--- config.mk ---
export PLATFORM = sky130hd
export DESIGN_NAME = operand_sel_pipe
export DESIGN_NICKNAME = d
export VERILOG_FILES = /design/src/rtl/opsel_pkg.sv /design/src/rtl/opsel_skid_buf.sv /design/src/rtl/operand_sel_pipe.sv
export SDC_FILE = /design/constraint.sdc
export NUM_CORES = 1
export LEC_CHECK = 0
export CAP_MARGIN = 20
export CORE_MARGIN = 5
export CORE_UTILIZATION = 46
export CTS_CLUSTER_DIAMETER = 200
export CTS_CLUSTER_SIZE = 8
export DETAILED_ROUTE_END_ITERATION = 6
export HOLD_SLACK_MARGIN = 0.02
export PLACE_DENSITY = 0.91
export SLEW_MARGIN = 0
export SYNTH_ARGS = -nofsm -noshare
export SYNTH_HDL_FRONTEND = slang
export SYNTH_SLANG_ARGS = --single-unit
--- constraint.sdc ---
create_clock -name clk -period 2.9 [get_ports clk]
set_clock_uncertainty 0.2 [all_clocks]
set_input_delay 0.725 -clock clk [delete_from_list [all_inputs] [get_ports clk]]
set_output_delay 0.725 -clock clk [all_outputs]
set_load 0.005 [all_outputs]
--- src/rtl/opsel_pkg.sv ---
// Shared definitions for the operand/writeback select stage: source indices,
// the source-count limit and the select legality helper.
package opsel_pkg;

  localparam int SRC_PCIMM     = 0;
  localparam int SRC_REG       = 1;
  localparam int SRC_DMEM      = 2;
  localparam int SRC_WB        = 3;
  localparam int OPSEL_MAX_SRC = 16;

  function automatic logic opsel_sel_legal(input int sel, input int num_src);
    return sel < num_src;
  endfunction

endpackage

--- src/rtl/opsel_skid_buf.sv ---
// Generic two-entry valid/ready skid buffer: a main register drives the outputs,
// and a skid register catches the one beat accepted while the output is stalled.
module opsel_skid_buf #(
  parameter int DW = 34
) (
  input  logic          clk,
  input  logic          rst,
  input  logic [DW-1:0] in_payload,
  input  logic          in_valid,
  output logic          in_ready,
  output logic [DW-1:0] out_payload,
  output logic          out_valid,
  input  logic          out_ready
);

  typedef struct packed {
    logic [DW-1:0] payload;
    logic          valid;
  } beat_t;

  beat_t main_q, main_d;
  beat_t skid_q, skid_d;
  logic  accept;
  logic  main_load;

  // Ready depends only on registered state, so out_ready never reaches in_ready.
  assign in_ready  = !skid_q.valid && !rst;
  assign accept    = in_valid && in_ready;
  assign main_load = !main_q.valid || out_ready;

  always_comb begin
    // NOTE: defaults first so every path assigns main_d/skid_d and no latch is inferred.
    main_d = main_q;
    skid_d = skid_q;
    if (main_load) begin
      if (skid_q.valid) begin
        // in_ready is low whenever the skid is full, so no accept collides here.
        main_d       = skid_q;
        skid_d.valid = 1'b0;
      end else if (accept) begin
        main_d = '{payload: in_payload, valid: 1'b1};
      end else begin
        main_d.valid = 1'b0;
      end
    end else if (accept) begin
      skid_d = '{payload: in_payload, valid: 1'b1};
    end
  end

  always_ff @(posedge clk) begin
    if (rst) begin
      // NOTE: payloads are cleared too, since the outputs must read zero after reset.
      main_q <= '0;
      skid_q <= '0;
    end else begin
      // NOTE: non-blocking so both registers update from the same pre-edge state.
      main_q <= main_d;
      skid_q <= skid_d;
    end
  end

  assign out_payload = main_q.payload;
  assign out_valid   = main_q.valid;

endmodule

--- src/rtl/operand_sel_pipe.sv ---
// N-source operand/writeback select with a registered skid-buffered output.
// Define OPSEL_ERR_CHECK_EN to enable the sticky illegal-select flag and X checks.
module operand_sel_pipe #(
  parameter  int WIDTH   = 32,
  parameter  int NUM_SRC = 4,
  localparam int SEL_W   = $clog2(NUM_SRC)
) (
  input  logic                     clk,
  input  logic                     rst,
  input  logic [NUM_SRC*WIDTH-1:0] in_data,
  input  logic [SEL_W-1:0]         in_sel,
  input  logic                     in_valid,
  output logic                     in_ready,
  output logic [WIDTH-1:0]         out_data,
  output logic [SEL_W-1:0]         out_src,
  output logic                     out_valid,
  input  logic                     out_ready,
  output logic                     sel_err
);

  import opsel_pkg::*;

  localparam int DW = WIDTH + SEL_W;

  if (NUM_SRC < 2 || NUM_SRC > OPSEL_MAX_SRC) begin : g_bad_num_src
    $error("operand_sel_pipe: NUM_SRC must be in 2..%0d", OPSEL_MAX_SRC);
  end

  logic [WIDTH-1:0] sel_data;
  logic [DW-1:0]    out_payload;

  // Selects with no matching source fall through to zero.
  always_comb begin
    sel_data = '0;
    for (int i = 0; i < NUM_SRC; i++) begin
      if (in_sel == SEL_W'(i)) sel_data = in_data[i*WIDTH +: WIDTH];
    end
  end

  opsel_skid_buf #(.DW(DW)) u_skid (
    .clk         (clk),
    .rst         (rst),
    .in_payload  ({sel_data, in_sel}),
    .in_valid    (in_valid),
    .in_ready    (in_ready),
    .out_payload (out_payload),
    .out_valid   (out_valid),
    .out_ready   (out_ready)
  );

  assign {out_data, out_src} = out_payload;

`ifdef OPSEL_ERR_CHECK_EN
  logic sel_err_q, sel_err_d;

  assign sel_err_d = sel_err_q ||
                     (in_valid && in_ready && !opsel_sel_legal(32'(in_sel), NUM_SRC));

  always_ff @(posedge clk) begin
    if (rst) sel_err_q <= 1'b0;
    else     sel_err_q <= sel_err_d;
  end

  assign sel_err = sel_err_q;

`ifndef SYNTHESIS
  sel_known_a: assert property (@(posedge clk) disable iff (rst)
                                in_valid |-> !$isunknown(in_sel));
`endif
`else
  assign sel_err = 1'b0;
`endif

endmodule
Run 1, placed cells, one color a class:
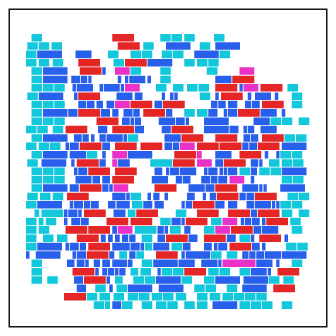
class	color	cells	share of their area
clock drivers and dummy loads	magenta	16	3.8%
sequential cells	red	70	24%
remaining buffers and delay cells	cyan	178	31%
combinational and other logic	blue	254	41%

Run 1, metal layers overlaid:
Two of the layers only.
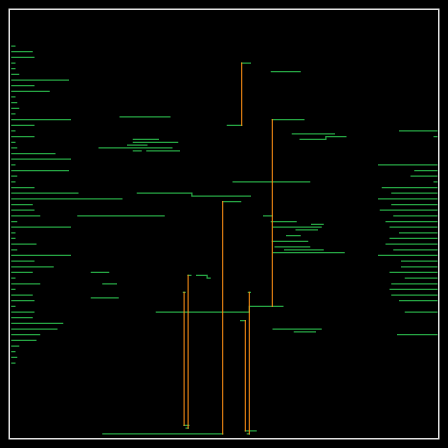
layer	color	wire length
metal 4	orange	245 um
metal 3	green	936 um

==> notes.md, run 1 <==
Flow results.

- The path with the worst hold slack has its endpoint at u_skid.out_payload[24]$_SDFFE_PP0P_.
- The startpoint of the worst register-to-register path is u_skid.skid_q[0]$_SDFFE_PP0P_.
- The number of hold buffers added after CTS was 0.
- Total power normalized to cell area comes to 427 mW/mm^2.
- Setup repair after global routing left no endpoint under its margin.
- The analysis attributes to cell leakage a power of about 2.2 nW.
- The total number of clock tree sinks is ~70.
- The class of the tightest hold or removal check is reg -> reg.
- The run finished with clean final reports.
- The maximum fanout along the worst path is 5.
- The number of global-route vias before repair was 3760.
- In the post-synthesis netlist, the cell with the most instances is sky130_fd_sc_hd__dfxtp_1.
- The maximum clock frequency is 0.422 GHz.
- The final layout contains routed wiring with a total length of 11.6 mm.
- The prevailing post-synth register cell is sky130_fd_sc_hd__dfxtp_1.
- STA classifies the critical path startpoint as a primary input.
- The region available for standard cell placement spans 0.00830 sq mm.
- The cell depth of the worst hold path is 2.
- The setup fix buffers added after clock tree synthesis is 0.
- The total global routing overflow is 0.
- The library cells used most frequently in the layout, excluding fill and tap cells, are 166 x sky130_fd_sc_hd__clkdlybuf4s50_1, 70 x sky130_fd_sc_hd__dfxtp_1, 34 x sky130_fd_sc_hd__inv_1, 34 x sky130_fd_sc_hd__a211oi_1.
- The final-layout setup total negative slack is 0 ns.
- The number of antenna violations at the first check in global routing is 0.
- The layout overhead on the synthesized area is 48.3%.
- Per the detail_route report, DRC violations left total 0.
- Per the log, the first TritonRoute iteration ended with a DRC count of 135.
- The final hold violation count is 0.
- The commonest cells after synthesis are 70 x sky130_fd_sc_hd__dfxtp_1, 34 x sky130_fd_sc_hd__a211oi_1, 34 x sky130_fd_sc_hd__inv_1.
- STA classifies the critical path endpoint as an output pin.
- The total power draw is 0.00251 W.
- The number of nets in the final layout is 647.
- The launch point of the worst min-delay path is recorded as u_skid.out_payload[24]$_SDFFE_PP0P_.
- The post-synth design cell area is 0.00397 sq mm.
- The number of distinct library cell variants in the gate-level netlist after synthesis is 29.
- Dividing the final minimum period by the clock period gives 0.817.
Run 1, ports around the boundary:
Pins as bars across the die edge, other pins in gray.
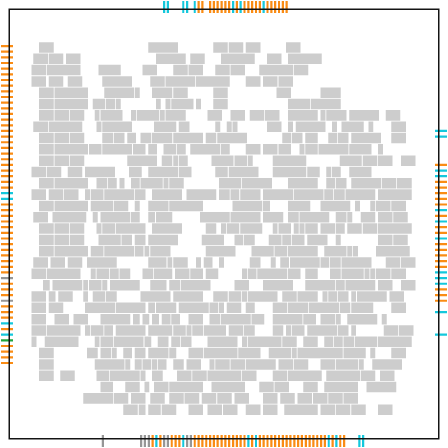
port	color	pins	direction	edge
sel_err	green	1	output	left
in_data	orange	128	input	50 left, 41 bottom, 20 top, 17 right
out_data	cyan	32	output	12 right, 8 bottom, 8 top, 4 left
all pins by edge	57 bottom, 57 left, 29 right, 28 top

Run 1, clock network drawn from the DEF:
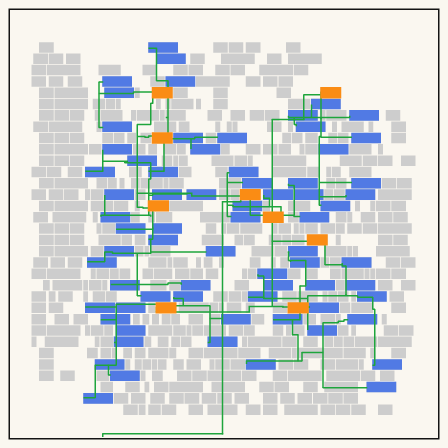
[clock drivers] orange | count: 9
[flip-flops] blue | count: 70
[clock wires] green | length: 891 um
routed clock nets	10

==> run 1: layer usage <==
metal	up-vias	wire, um	global-route usage
met5	-	0	0
met3	16	935	0.0568
met2	162	6070	0.408
met4	0	244	0.0767
li1	1667	-	-
met1	1724	4350	0.247
==> run 1: critical path: cells and delay by family <==
kind	cells	cell delay, ns
and+or+nand+nor	1	0.08
buffers and inverters	2	0.64
==> run 1: cell families (layout without fill, tap and decap cells) <==
group / count (synthesis) / after routing / synth area share
AND-OR/OR-AND: 107 / 107 / 0.266
AND/OR/NAND/NOR: 77 / 77 / 0.0997
buffers and inverters: 77 / 229 / 0.0928
flip-flops: 70 / 70 / 0.353
multiplexers: 34 / 34 / 0.187
other: 1 / 1 / 0.000946
==> run 1: registers in the layout, summed over array words and instances, names as in the netlist <==
signal	count
u_skid.skid_q	35
u_skid.out_payload	34
u_skid.out_valid	1
==> run 1: final cells by class <==
cell class	count	area [sq um]	area share
timing repair buffer	178	1780	0.303
inverter	35	131	0.0223
sequential	70	1400	0.238
clock buffer	13	179	0.0304
tap	105	131	0.0223
clock inverter	3	40.0	0.00681
multi-input combinational	219	2220	0.377
==> run 1: through the flow <==
step / area (sq um) / std cells / util
after global routing: 5880 / 623 / 0.709
after detailed placement: 5660 / 607 / 0.682
final: 5880 / 623 / 0.709
after global placement: 5660 / 607 / 0.682
after CTS: 5880 / 623 / 0.709
after floorplan: 3970 / 366 / -
==> run 1: where the power goes <==
group / switching (W) / internal [W] / total, W
Combinational: 0.000239 / 0.000383 / 0.000622
Sequential: 0.0000280 / 0.00101 / 0.00104
Clock: 0.000358 / 0.000488 / 0.000846
Total: 0.000625 / 0.00189 / 0.00251
Run 1, routing congestion:
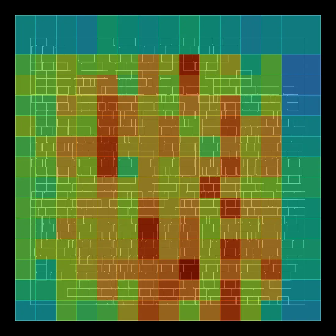

==> run 2, diff against run 1 <==
--- a/config.mk
+++ b/config.mk
@@ -7,12 +7,12 @@
 export LEC_CHECK = 0
 export CAP_MARGIN = 20
 export CORE_MARGIN = 5
-export CORE_UTILIZATION = 46
+export CORE_UTILIZATION = 43
 export CTS_CLUSTER_DIAMETER = 200
 export CTS_CLUSTER_SIZE = 8
 export DETAILED_ROUTE_END_ITERATION = 6
 export HOLD_SLACK_MARGIN = 0.02
-export PLACE_DENSITY = 0.91
+export PLACE_DENSITY = 0.86
 export SLEW_MARGIN = 0
 export SYNTH_ARGS = -nofsm -noshare
 export SYNTH_HDL_FRONTEND = slang
==> constraint.sdc (replaced) <==
create_clock -name clk -period 2.43 [get_ports clk]
set_clock_uncertainty 0.2 [all_clocks]
set_input_delay 0.6075 -clock clk [delete_from_list [all_inputs] [get_ports clk]]
set_output_delay 0.6075 -clock clk [all_outputs]
set_load 0.005 [all_outputs]
Run 2, routing congestion:
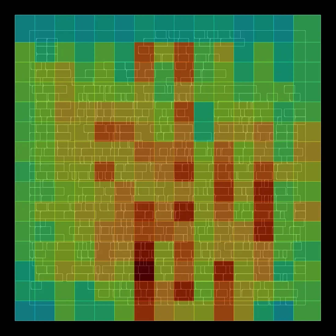
utilization after layout: 0.658
wire per inst: 18.4 um

==> run 2 against run 1 <==
Effect of this change:
- hold slack worse by 0.00062 ns
- global-route usage is 1.3 points lower
- combinational power is 21% higher
- cell area is 1.9% higher
- wire length is 0.72% higher
- clock power is 41% higher
- critical path depth is 1 higher
- sequential cell count stayed put
- count of clock-buffer cells in the layout is 2 lower
- utilization is 5.1 points lower
- area after synthesis stayed put
- critical endpoint is now u_skid.skid_q[7]$_SDFFE_PP0P_
- largest power group unchanged
==> notes.md, run 2 <==
Flow results.

- The global routing met3 resource utilization is 0.0407 (was 0.0568).
- The number of remaining DRC errors was 0 (unchanged).
- The number of distinct library cell variants in the gate-level netlist after synthesis is 29 (unchanged).
- The setup fix buffers added after clock tree synthesis came to 0 (unchanged).
- The number of buffers added to fix hold violations after cts is 0 (unchanged).
- The class of the tightest hold or removal check is reg -> reg (unchanged).
- The flip-flop count of the largest register, all copies and words added is 35 (unchanged).
- The total power density per cell area is 531 mW/mm^2 (was 427 mW/mm^2).
- The met3 layer wire length in the routed design came to 788 um (was 935 um).
- The dominant non-sequential cell family after synthesis is AND-OR/OR-AND gates (unchanged).
- Outcome: complete, no violations (unchanged).
- The prevailing post-synth register cell is sky130_fd_sc_hd__dfxtp_1 (unchanged).
- The highest routed metal layer is met4 (unchanged).
- Leading post-synthesis cells by instance count: 70 x sky130_fd_sc_hd__dfxtp_1, 34 x sky130_fd_sc_hd__a211oi_1, 34 x sky130_fd_sc_hd__inv_1 (unchanged).
- The area of the multi-input gates was 0.00222 sq mm (about the same).
- The number of nets in the final layout is 653 (was 647).
- The simple-gate area share of the yosys netlist is 0.0997 (unchanged).
- The number of placed instances with taps included was 619 (was 607).
- The total routed wire length on the met1 layer is 4.62 mm (was 4.35 mm).
- The startpoint kind of the worst setup timing path is a primary input (unchanged).
- Setup repair after global routing missed its margin: false (unchanged).
- The cell leakage power is 2.21 nW (was 2.17 nW).
- The core area is 0.00911 sq mm (was 0.00830 sq mm).
- The maximum fanout along the worst path was 32 (was 5).
- The final hold violation count is 0 (unchanged).
- The register cell area after layout is 0.00140 sq mm (unchanged).
- The most common cell in the netlist was sky130_fd_sc_hd__dfxtp_1 (unchanged).
- The post-synthesis adder-cell area fraction is 0 (unchanged).
- The post-route clock period utilization is 0.919.
- The sum of buffers and inverters on the critical path came to 1 (was 2).
- Top cells excl fill/tap: 166 x sky130_fd_sc_hd__clkdlybuf4s50_1, 70 x sky130_fd_sc_hd__dfxtp_1, 34 x sky130_fd_sc_hd__inv_1, 34 x sky130_fd_sc_hd__a211oi_1 (unchanged).
- The category of cells accounting for the largest share of critical-path delay is AND-OR/OR-AND gates (was buffers and inverters).
- The multiplexer share of the synthesized area is 0.187 (unchanged).
- The total met2 wirelength after detailed routing is 6.02 mm (was 6.07 mm).
- The post-detailed-placement cell area is 0.00573 sq mm (was 0.00566 sq mm).
Run 2, ports around the boundary:
Pins as bars across the die edge, other pins in gray.
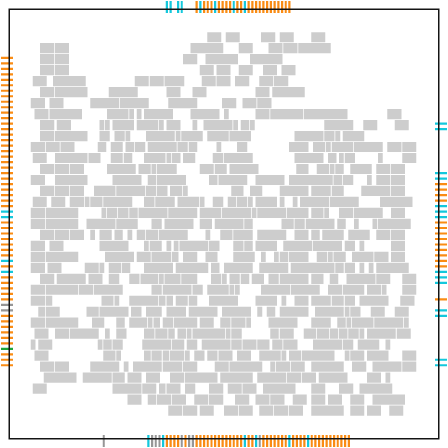
port	color	pins	direction	edge
in_data	orange	128	input	50 left, 42 bottom, 22 top, 14 right
out_data	cyan	32	output	14 right, 8 top, 6 bottom, 4 left
sel_err	green	1	output	left
all pins by edge	57 left, 56 bottom, 30 top, 28 right

-- run 2: worst paths after layout --
path	start	end	slack [ns]	cells past startpoint
max	in_valid	u_skid.skid_q[7]$_SDFFE_PP0P_	0.20	4
min	u_skid.out_payload[3]$_SDFFE_PP0P_	u_skid.out_payload[3]$_SDFFE_PP0P_	0.26	2
max reg2reg	u_skid.skid_q[0]$_SDFFE_PP0P_	u_skid.skid_q[7]$_SDFFE_PP0P_	0.41	4
min reg2reg	u_skid.out_payload[3]$_SDFFE_PP0P_	u_skid.out_payload[3]$_SDFFE_PP0P_	0.26	2
-- run 2: final cells by class --
type | instances | area share
timing repair buffer | 184 | 0.307
inverter | 35 | 0.0219
tap | 111 | 0.0232
multi-input combinational | 219 | 0.371
clock inverter | 5 | 0.0175
clock buffer | 11 | 0.0253
sequential | 70 | 0.234
-- run 2: tightest hold or removal path: cells and delay by family, from the launching register on --
kind / cells / cell delay, ns
AOI/OAI and AO/OA: 1 / 0.05
buffers and inverters: 1 / 0.06
DFF: 1 / 0.31
-- run 2: stage by stage --
| stage | total power (W) | setup slack (ns) | hold slack, ns |
|---|---|---|---|
| 6_report | 0.00318 | 0.197 | 0.263 |
| 5_1_grt | 0.00330 | 0.110 | 0.283 |
| 4_1_cts | 0.00320 | 0.217 | 0.266 |
| 3_5_place_dp | 0.00203 | -0.134 | 0.255 |
| 3_3_place_gp | 0.00201 | -0.0651 | 0.251 |
| 2_1_floorplan | 0.00164 | 0.466 | 0.241 |
-- run 2: cell families (layout without fill, tap and decap cells) --
logic type,count (synthesis),in the layout
other cells,1,1
flops,70,70
mux,34,34
compound gates,107,107
buf+inv,77,235
simple gates,77,77
-- run 2: report_power, final --
group          switching, W  internal [W]
sequential        0.0000336       0.00121
combinational      0.000285      0.000465
clock              0.000449      0.000738
No activity file was given, so power comes from the tool's default toggle rates.
